==> config.mk <==
export PLATFORM = sky130hd
export DESIGN_NAME = fetch
export DESIGN_NICKNAME = d
export VERILOG_FILES = /design/src/rtl/fetch.sv
export SDC_FILE = /design/constraint.sdc
export NUM_CORES = 1
export LEC_CHECK = 0
export CAP_MARGIN = 25
export CORE_MARGIN = 1.5
export CORE_UTILIZATION = 51
export DETAILED_ROUTE_END_ITERATION = 16
export PLACE_DENSITY = 0.88
export SETUP_SLACK_MARGIN = 0.15
export SKIP_CTS_REPAIR_TIMING = 1
export SLEW_MARGIN = 15
export SYNTH_ARGS = -nofsm -noshare
export SYNTH_HDL_FRONTEND = slang
export SYNTH_SLANG_ARGS = --single-unit
==> constraint.sdc <==
create_clock -name clk -period 7.79 [get_ports clk]
set_input_delay 1.558 -clock clk [delete_from_list [all_inputs] [get_ports clk]]
set_output_delay 1.558 -clock clk [all_outputs]
set_load 0.03 [all_outputs]
Figure 1. Routed clock nets over the placement.
Drawn at 4 px/um.
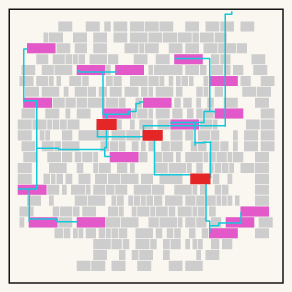
[magenta] flip-flops | count: 17
[red] cells driving clock nets | count: 3
[cyan] clock wires | length: 309 um
routed clock nets: 4
Clock Skews: 8.701 ps
share of total power in the clock network: 19.1%

Figure 2. PDN straps and rails.
Drawn at 6 px/um. Pins as bars on the die edge.
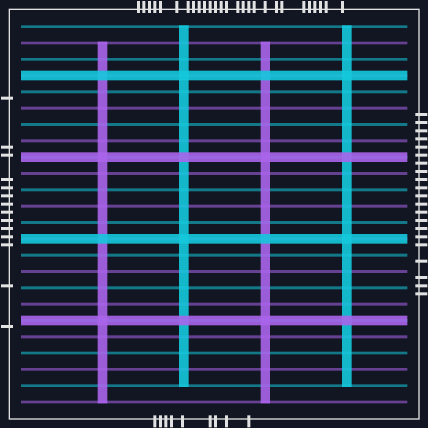
[purple] VSS
[cyan] VDD
signal pins: 71
rows: 23
met4 straps: 4
met1 rails: 24
horizontal die size: 68.06 um
placeable core region: 4029 um2

Figure 3. Selected gate families.
Drawn at 4 px/um.
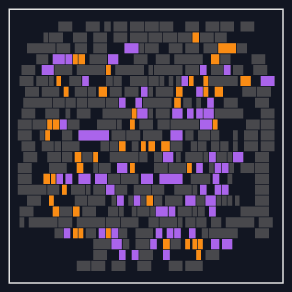
[purple] inverting AOI/OAI gates | cells: 63
[orange] NOR gates | cells: 46
Comb area share: 57.03%
number of cells in the finished layout apart from fillers: 387

Figure 4. Wiring by layer.
Drawn at 6 px/um.
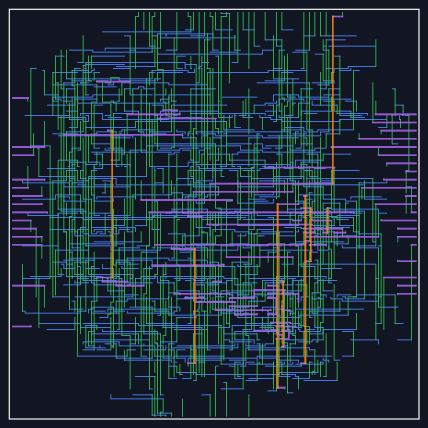
[purple] met3 | wire length: 515 um
[green] met2 | wire length: 3030 um
[orange] met4 | wire length: 154 um
[blue] met1 | wire length: 2660 um
sum of routed wire length over all layers: 6362 um
total routing resource utilization after global routing: 26.71%
Vias: 2412

==> flow_metrics.py <==
# Auto-generated metrics
metrics = {
    "pwr": {
        "post-layout-total-power_uw": 375.5,
        "clockNetworkPower_uw": 71.8,
        "comb_cell_power_uw": 197,
        "power.leakage_uw": 0.001129,
        "swShare_pct": 41.65,
        "top_power_group": "combinational cells",
        "cellInternalPower_uw": 219.1,
        "cellPowerDensity_nw_per_um2": 133.6,
        "power.sequential.fraction_pct": 28.4,
    },
    "job": {
        "maxCapViolCount": 0,
    },
    "drt": {
        "postRouteAntennaNets": 0,
        "routedLengthMet1_um": 2659,
        "top_layer": "met4",
        "firstDrtPassIters": 5,
        "dr.first_iter.drc_count": 210,
        "routed_vias_inst": 6.233,
    },
    "timing": {
        "slew_violations": 0,
        "final.setup.tns_ps": 0,
        "rsz0062_at_grt": "false",
        "max_slew.worst_pin.slew_ps": 1051,
        "final.setup.worst_slack_ps": 3601,
        "final-setup-viol-count": 0,
        "post_route_clock_period_utilization_pct": 53.77,
        "clock.fmax_mhz": 238.7,
        "maxSlewHeadroom_pct": 29.43,
        "hold_ws_ps": 504.3,
    },
    "die": {
        "floorplan.die_area_um2": 4631,
        "num_tap_cells": 50,
        "count_of_standard_cell_rows": 23,
        "num_ports": 71,
    },
    "setup_path": {
        "r2r_slack_ps": 4000,
        "path_buffers": 1,
        "cp-start-kind": "input port",
        "path_max_fanout": 14,
        "worstPathCellList": "clkdlybuf4s50_1 > ha_1 > a21o_1 > or3b_1 > a32oi_2 > a22oi_1 > a41o_1 > or3_1",
        "worstSetupEndpointType": "register",
        "r2r_cells": 12,
    },
    "global_route": {
        "met2_usage_pct": 46.84,
        "gr_met3_demand_resource_pct": 4.112,
        "grt_overflow": 0,
        "first_pass_grt_wire_length_um": 9280,
    },
    "hold_path": {
        "min_delay_path_depth": 2,
        "hp-class": "register to register",
    },
    "logic_synthesis": {
        "area_leaders": "dfxtp_1 16%, ha_1 12%, buf_4 6.3%, a21oi_1 5.3%, xnor2_1 4.9%",
        "gate_count_of_the_mapped_netlist": 287,
        "synth.avg_cell_area_um2": 7.520,
        "post_synth_fa_ha_maj_area_fraction_pct": 13.10,
        "synth_cell_types": 56,
        "synthMostInstantiatedCell": "nor2_1",
        "synth_top_flop_cell": "dfxtp_1",
        "synth.ff_latch_count": 17,
        "share_of_the_synthesized_netlist_area_taken_by_xor_and_xnor_gates_pct": 8.116,
        "yosys.area_share.simple_pct": 23.71,
        "netlist_area_um2": 2158,
        "top_logic_kind": "AND-OR/OR-AND gates",
        "yosys.area.top_type": "dfxtp_1",
        "synth_seq_share_pct": 15.77,
        "synth_async_sr_flop_share_pct": 0,
        "ys_cells": 287,
        "synth_top_area_share_pct": 15.77,
    },
    "layout": {
        "top_cells_excl_fill_tap": "69 x clkdlybuf4s50_1, 26 x nor2_1, 23 x a21oi_1",
        "multiInputGateArea_um2": 1603,
        "flip_flop_count_of_the_largest_register_all_copies_and_words_added": 16,
        "numSequentialCells": 17,
        "signal_buffer_area_fraction_pct": 25.11,
        "dominant_cells": "logic gates",
        "lay_top_count": "clkdlybuf4s50_1",
        "area.share.sequential_pct": 12.11,
        "finalCoreUtilization_pct": 69.75,
        "syn2layout_area_growth_pct": 30.20,
        "nNonClkInverters": 14,
        "fin_area_um2": 2810,
        "logic_gates": 231,
        "layout.area.seq_um2": 340.3,
    },
    "place": {
        "io_buffers": 69,
        "gp_congestion": 0.9430,
        "placed_cell_area_um2": 2764,
        "dp_slack_ps": 3387,
        "detailed_place_hpwl_um": 4696,
        "numPlacedInstances": 383,
    },
    "clocking": {
        "insertion_delay_ps": 270,
        "cts_buffer_depth": 2,
        "clock-root-buffer": "clkbuf_8",
        "cts_htree_levels": 1,
        "count_of_clock_tree_sinks": 17,
    },
    "outcome": {
        "run_status": "complete, no violations",
    },
}
Power and IR drop assume default switching activity.
